==> config.mk <==
export PLATFORM = sky130hd
export DESIGN_NAME = falu_issue_queue
export DESIGN_NICKNAME = d
export VERILOG_FILES = /design/src/rtl/fp_pkg.sv /design/src/rtl/fiq_oldest_ready_sel.sv /design/src/rtl/falu_issue_queue.sv
export SDC_FILE = /design/constraint.sdc
export NUM_CORES = 1
export LEC_CHECK = 0
export ABC_AREA = 1
export CELL_PAD_IN_SITES_DETAIL_PLACEMENT = 1
export CELL_PAD_IN_SITES_GLOBAL_PLACEMENT = 2
export CORE_ASPECT_RATIO = 0.9
export CORE_MARGIN = 2
export CORE_UTILIZATION = 35
export DETAILED_ROUTE_END_ITERATION = 7
export PLACE_DENSITY = 0.89
export SYNTH_ARGS = -nofsm -noshare
export SYNTH_HDL_FRONTEND = slang
export SYNTH_SLANG_ARGS = --single-unit
==> constraint.sdc <==
create_clock -name clk -period 4.66 [get_ports clk]
set_input_delay 0.932 -clock clk [delete_from_list [all_inputs] [get_ports clk]]
set_output_delay 0.932 -clock clk [all_outputs]
set_load 0.02 [all_outputs]
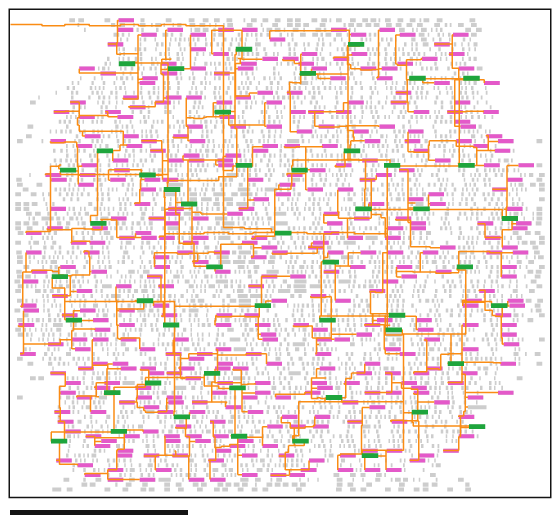
**Above:** run 1 (clock distribution).
The bar under the picture is 100 microns long.
legend:
  flip-flops:
    colour: magenta
    count: 395
  clock wires:
    colour: orange
    length: 6,970 microns
  clock drivers:
    colour: green
    count: 49
flops lie: all over the die
Fin Clk Skew: 0.0258 ns
Clk pwr share: 44.2%
Clock Latency Late Sink: 0.62 ns
Clk power: 0.00388 W

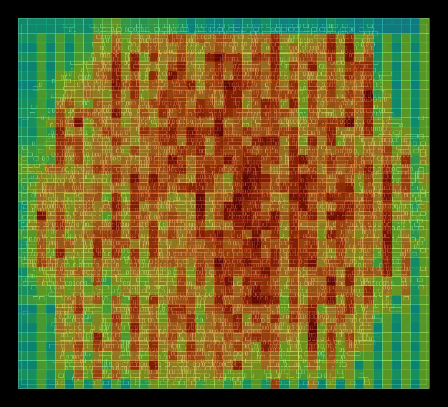
**Above:** run 1 (congestion heat map).
M1 GR Usage: 44.5%
total track usage: 32.7%
Routed wire per std cell: 24.5 microns
met3 track demand over resource: 4.82%
gr busiest metal: met2

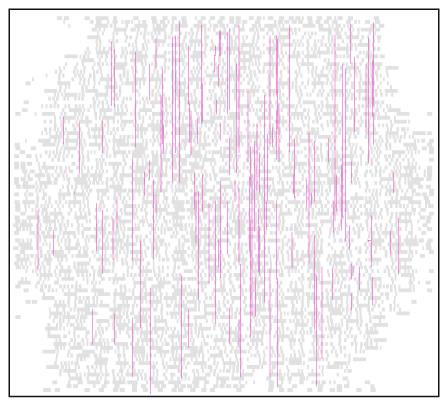
**Above:** run 1 (M4 wires).
Cells faint in the background.
share of all routed wire: 4.0%
main direction: vertical
longest straight run: 147 microns
wire length on this layer: 5,490 microns
final WL: 138,000 microns
vias: 32,700

==> flow_metrics.tcl, run 1 <==
# metrics dict for downstream scripts
set metrics [dict create \
    outcome "complete, no violations" \
    cts_buffer_depth 3 \
    ys_chip_area_sq_um 28300 \
    io_pins 228 \
    critPathRequiredTime_ns 3.73 \
    cp.arrival_ns 3.48 \
    place_congestion 0.901 \
    final-hold-violation-count 0 \
    ir_drop_mv 0.269 \
    antenna_found_initial 3 \
    grt_max_degree 163 \
    synth-edff-count 0 \
    num_rows 98 \
    ant_nets 0 \
    nFillCells 10400 \
    cts_setup_buffers 0 \
    io_buffers 227 \
    rsz0062_at_grt "no" \
    first_pass_iters 5 \
    max-slew-margin-rel_pct 31.4 \
    most_common_cell "nand2_1" \
    synthTopCellsByArea "dfrtp_1 35%, nand3_1 20%, nand2_1 17%" \
    endpoint_kind "output port" \
    p_per_area_nw_per_um2 263 \
    crit_fanout 34 \
    regArea_sq_um 9880 \
    timing.fmax_ghz 0.227 \
    synthesis.nets 4631 \
    crit_path_cell_trace "clkdlybuf4s50_1 > nor2_1 > buf_4 > nand2_2 > inv_2 > nand2_1 > buf_12 > o2111ai_1 > clkdlybuf4s50_1" \
    cts_root_buf "clkbuf_16" \
    top_area_share_pct 35.0 \
    cts_resized 0 \
    ys_ff 395 \
    grt_overflow 0 \
    cts_buffers 49 \
    drive_gt1_share_pct 5.64 \
    setup_viol 0 \
    cp_slowest_cell "clkdlybuf4s50_1" \
    hpwl_microns 89400 \
    yosys_warnings 0 \
    cts_tree "built" \
    cpPeakStageDelay_ns 0.70 \
    clock-sinks 395 \
    place_inst 5554 \
    synthFlopType "dfrtp_1" \
    worst_pin_slew_ns 1.03 \
    clkTransAtPathRegs_ns 0.05 \
    syn_inst 4486 \
    die_x_microns 304 \
    syn_to_final_growth_pct 18.2 \
    synth-async-reset-ratio_pct 100 \
    fin_crit_sh_pct 94.7 \
    path_delay_family "buffers and inverters" \
    detail_route.iter0.violations 3235 \
    fp-utilization_pct 35.5 \
    final_cells 5643 \
    postSynthAreaPerCell_sq_um 6.30 \
    grt_pass1_wl_microns 208000 \
    maxCapViolations 0 \
    openroad.warnings 28 \
    layout_setup_ws_ns 0.249 \
    period_minus_slack_ns 4.41 \
    start_kind "input port" \
    chipArea_sq_um 83100 \
    r2r_cells 17 \
    syn_area_sq_um 28300 \
    drc 0 \
    tns_ns 0 \
    yosysTopAreaCell "dfrtp_1" \
    yosys_cells 4486 \
    final-max-slew-violation-count 0 \
    final-comb-area_sq_um 14600 \
    ys_types 31 \
    synthTopCellsByCount "1,318 x nand2_1, 1,129 x nand3_1, 625 x inv_1" \
    path_class "input port to output port" \
    rrSetupSlack_ns 0.95 \
    core_sq_um 79700 \
    die_h_microns 274 \
    crit_buf_inv 5 \
    leakage_nw 17.2 \
    crit_top_cell "clkdlybuf4s50_1" \
    largest_reg_flops 392 \
    hold_class "input port to asynchronous set/reset pin" \
    preCtsSetupSlack_ns 0.296 \
    ys_seq_share_pct 35.0 \
    cts-hold-fix-buffers 0 \
    nNetsFinal 4700 \
    crit_cells 9 \
    via_per_inst 5.79 \
    cts_max_level 2 \
    grt_pass1_vias 33400 \
]
## run 1: cells by family after synthesis
group                    Yosys count  share of synthesized area [%]
multiplexers                       1                         0.0354
flip-flops                       395                           35.0
AND-OR/OR-AND                    538                           10.4
XOR/XNOR                          12                          0.372
AND/OR/NAND/NOR                 2572                           40.2
adder cells (fa/ha/maj)            3                          0.133
buffers and inverters            965                           13.9
## run 1: layer usage
layer	vias up	track usage, %	wire, microns
met5	-	0	16
met3	285	4.82	11600
met1	16200	44.5	58900
met2	1533	52.3	62500
li1	14700	-	-
met4	2	12.9	5490
## run 1: per-stage QoR
| stage | power (W) | cell area [sq um] | hold WS [ns] | util [%] |
|---|---|---|---|---|
| after detailed placement | 0.00493 | 31900 | 0.543 | 40.0 |
| after global routing | 0.00907 | 33400 | 0.362 | 41.9 |
| after CTS | 0.00881 | 33400 | 0.337 | 41.9 |
| after floorplan | 0.00430 | 28300 | 0.521 | - |
| final | 0.00878 | 33400 | 0.310 | 41.9 |
| after global placement | 0.00491 | 31900 | 0.535 | 40.0 |
## run 1: cell type report
class | instances | area share (%)
multi-input combinational | 3126 | 43.7
sequential | 395 | 29.6
timing repair buffer | 340 | 10.9
inverter | 643 | 7.30
clock buffer | 82 | 4.47
tap | 1050 | 3.93
clock inverter | 6 | 0.176
antenna | 1 | 0.00749
## run 1: placed cells by master (no fill, tap or decap)
master and n:
nand2_2 18, clkbuf_8 11, nand2_1 1317, nand2_4 4, xor2_1 2, nand3_2 1
clkbuf_1 21, nor2_2 9, nand3_4 2, a31oi_1 1, o21ai_1 28, clkdlybuf4s50_1 222
diode_2 1, inv_6 2, nor2_1 22, clkinv_2 4, xnor2_1 10, ha_1 3
nor2_4 14, bufinv_16 1, buf_8 1, buf_4 75, clkbuf_16 51, buf_12 41
o21ai_0 144, o2111ai_1 49, o211ai_1 24, nor3_4 6, dfrtp_1 395, o21ai_2 1
a21oi_1 291, inv_2 9, inv_1 624, inv_4 9, nand4_1 51, nand3_1 1128
mux2i_1 1
## run 1: where the power goes
| part | switching [W] | internal, W | leakage (nW) |
|---|---|---|---|
| logic | 0.000906 | 0.000383 | 11.0 |
| clock network | 0.00166 | 0.00222 | 0.759 |
| registers | 0.0000675 | 0.00354 | 5.44 |
| total | 0.00264 | 0.00615 | 17.2 |
==> run 2: changes to the inputs <==
CORE_MARGIN = 5   (was 2)
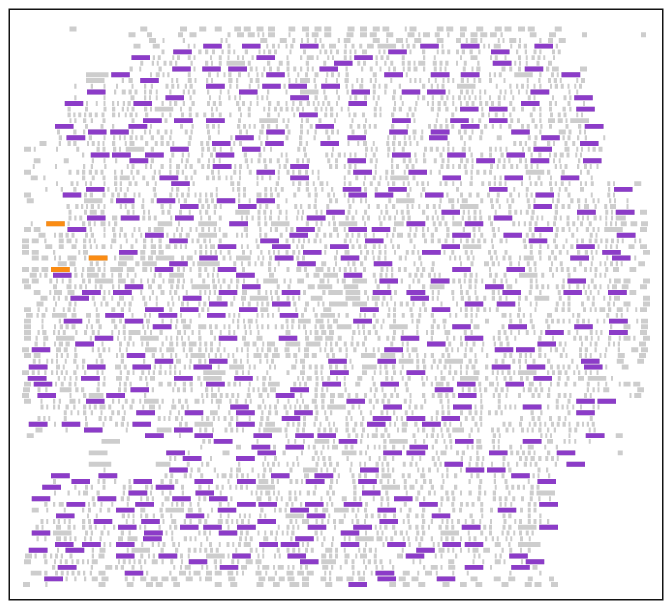
**Above:** run 2 (where the registers sit).
legend:
  `occupancy`:
    colour: orange
    flops: 3
  `entries_q`:
    colour: purple
    flops: 392
    where: all over the die
Util after Layout: 42.1%
sequential portion of the cell area: 29.4%
register area: 9880 sq um
Sequential Power: 0.00361 W

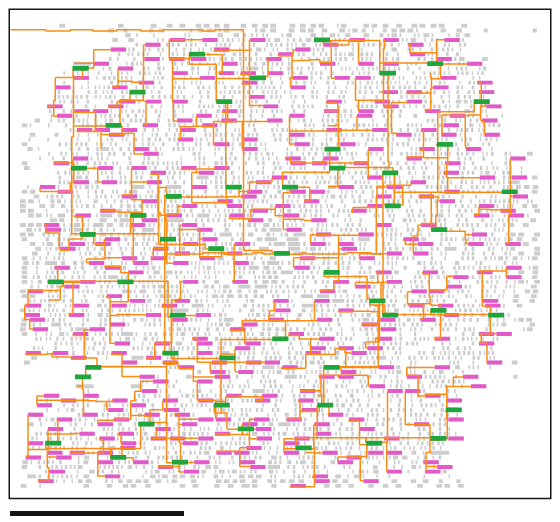
**Above:** run 2 (clock distribution).
The bar under the picture is 100 microns long.
legend:
  clock drivers:
    colour: green
    count: 51
  flip-flops:
    colour: magenta
    count: 395
  clock wires:
    colour: orange
    length: 7,020 microns
flops lie: all over the die
Clk pwr share: 46.1%
Fin Clk Skew: 0.0215 ns
Clk power: 0.00420 W

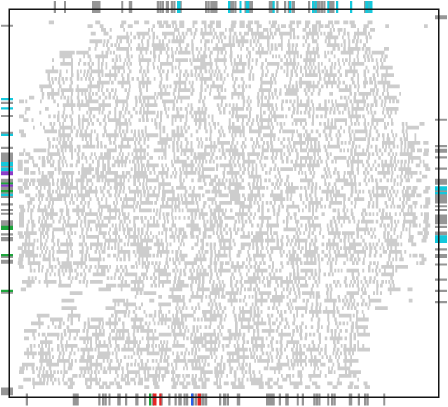
**Above:** run 2 (pin placement).
Pins as bars across the die edge, other pins in grey.
legend:
  `cdb_tag`:
    colour: green
    pins: 7
    direction: input
    edge: 6 left, 1 bottom
  `occupancy`:
    colour: purple
    pins: 3
    direction: output
    edge: left
  `issue_stall`:
    colour: blue
    pins: 1
    direction: input
    edge: bottom
  `cdb_data`:
    colour: cyan
    pins: 32
    direction: input
    edge: 17 top, 8 left, 7 right
  `disp_funct5`:
    colour: red
    pins: 5
    direction: input
    edge: bottom
all pins by edge: 72 top, 64 bottom, 51 left, 41 right
# port buffers: 227
Die Span Y: 280 microns
die span in x: 310 microns

==> flow_metrics.tcl, run 2 <==
# metrics dict for downstream scripts
set metrics [dict create \
    timing.fmax_ghz 0.218 \
    fin_hold_ws_ns 0.329 \
    final_cells 5652 \
    cp_slowest_cell "clkdlybuf4s50_1" \
    final_cell_mix "1,316 x nand2_1, 1,128 x nand3_1, 624 x inv_1" \
    antenna_found_initial 2 \
    start_kind "input port" \
    top_area_share_pct 35.0 \
    worst_pin_slew_ns 1.11 \
    final-max-slew-violation-count 0 \
    largest_reg_flops 392 \
    drive_gt1_share_pct 6.13 \
    openroad.warnings 30 \
    cts_buffer_depth 3 \
    drc 0 \
    synthTopCellsByArea "dfrtp_1 35%, nand3_1 20%, nand2_1 17%" \
    top_layer_used "met4" \
    syn_area_sq_um 28300 \
    ys_ff 395 \
    hpwl_microns 91000 \
    crit_buf_inv 5 \
    ys_seq_share_pct 35.0 \
    cp.arrival_ns 3.65 \
    power_switching_w 0.00270 \
    yosysTopAreaCell "dfrtp_1" \
    synth-async-reset-ratio_pct 100 \
    endpoint_kind "output port" \
    syn_inst 4486 \
    fin_crit_sh_pct 98.3 \
    grt_pass1_wl_microns 211000 \
    crit_cells 9 \
    clock-sinks 395 \
    synth-edff-count 0 \
    chipArea_sq_um 86600 \
    pwr-share-seq_pct 39.6 \
    place_congestion 0.889 \
    crit_path_cell_trace "clkdlybuf4s50_1 > nor2_1 > buf_4 > nand2_2 > inv_2 > buf_12 > nand2_4 > o2111ai_1 > clkdlybuf4s50_1" \
    syn_to_final_growth_pct 18.7 \
    cts_tree "built" \
    synthFlopType "dfrtp_1" \
    setup_viol 0 \
    path_class "input port to output port" \
    layout_top_cell "nand2_1" \
    num_vias 32900 \
    crit_fanout 50 \
    grtUsageTotal_pct 31.7 \
    rrSetupSlack_ns 0.94 \
    via_per_inst 5.81 \
    r2r_cells 19 \
    cts_buffers 51 \
    rsz0062_at_grt "no" \
    wl_met2_microns 63000 \
    p_sw_share_pct 29.6 \
    met1_length_microns 58500 \
    synthTopCellsByCount "1,318 x nand2_1, 1,129 x nand3_1, 625 x inv_1" \
    ir_drop_mv 0.215 \
    critPathRequiredTime_ns 3.73 \
    grt_max_degree 136 \
    clock_latency_ns 0.62 \
    first_pass_iters 5 \
    maxCapViolations 0 \
    place_inst 5559 \
    io_pins 228 \
    wl_met3_microns 13500 \
    final-hold-violation-count 0 \
    grt_overflow 0 \
    drt_wl_total_microns 141000 \
    cts_max_level 2 \
    grt_pass1_vias 33600 \
    outcome "complete, no violations" \
    comb_power_share_pct 14.3 \
]
[run 2: cell counts after synthesis]
Identical to the previous run, type by type.
[run 2: what timing repair did]
| action | 4_1_cts | 5_1_grt |
|---|---|---|
| gates resized | 0 | 1 |
| setup endpoints to repair | 0 | 1 |
| hold buffers | 0 | 0 |
[run 2: cells by family (layout without fill, tap and decap cells)]
kind of cell | count (synthesis) | count (layout) | synth area share, %
compound gates | 538 | 538 | 10.4
simple gates | 2572 | 2572 | 40.2
flops | 395 | 395 | 35.0
fa+ha+maj | 3 | 3 | 0.133
xor+xnor | 12 | 12 | 0.372
mux | 1 | 1 | 0.0354
other cells | 0 | 1 | 0
buf+inv | 965 | 1080 | 13.9
[run 2: metal layers]
metal	global-route usage (%)	vias to the layer above
met5	0	-
met4	12.4	0
met3	7.24	286
met2	50.0	1538
met1	42.4	16300
li1	-	14700
[run 2: area by class of cell]
class	instances	area [sq um]
Clock buffer	78	1510
Sequential cell	395	9880
Antenna cell	1	2.50
Clock inverter	14	210
Multi-Input combinational cell	3126	14600
Inverter	643	2440
Fill cell	10400	46200
Timing Repair Buffer	345	3600
Tap cell	1050	1310
[run 2: through the flow]
step | cell area [sq um] | setup slack (ns)
floorplan | 28300 | 1.30
global placement | 31900 | 0.141
detailed placement | 31900 | 0.102
CTS | 33600 | 0.106
global route | 33600 | 0.0750
finish | 33600 | 0.0794
[run 2: power by group through the flow]
stage	Combinational [W]	Clock (W)	Sequential, W
floorplan	0.000652	0	0.00365
global placement	0.00126	0	0.00367
detailed placement	0.00128	0	0.00368
CTS	0.00128	0.00426	0.00361
global route	0.00141	0.00439	0.00362
finish	0.00131	0.00420	0.00361
[run 2: worst reg2reg max path: stages (launching register included)]
cell	delay (ns)
dfrtp_1	0.46
nand3_1	0.21
nand2_2	0.20
inv_2	0.05
nand3_1	0.08
nand2_2	0.07
inv_2	0.09
buf_12	0.35
ha_1	0.29
ha_1	0.16
xor2_1	0.12
nor2_1	0.36
nand3_4	0.17
inv_4	0.38
buf_12	0.26
nand3_1	0.11
nand2_1	0.08
inv_1	0.06
nand2_1	0.07
inv_1	0.03
No activity file was given, so power comes from the tool's default toggle rates.
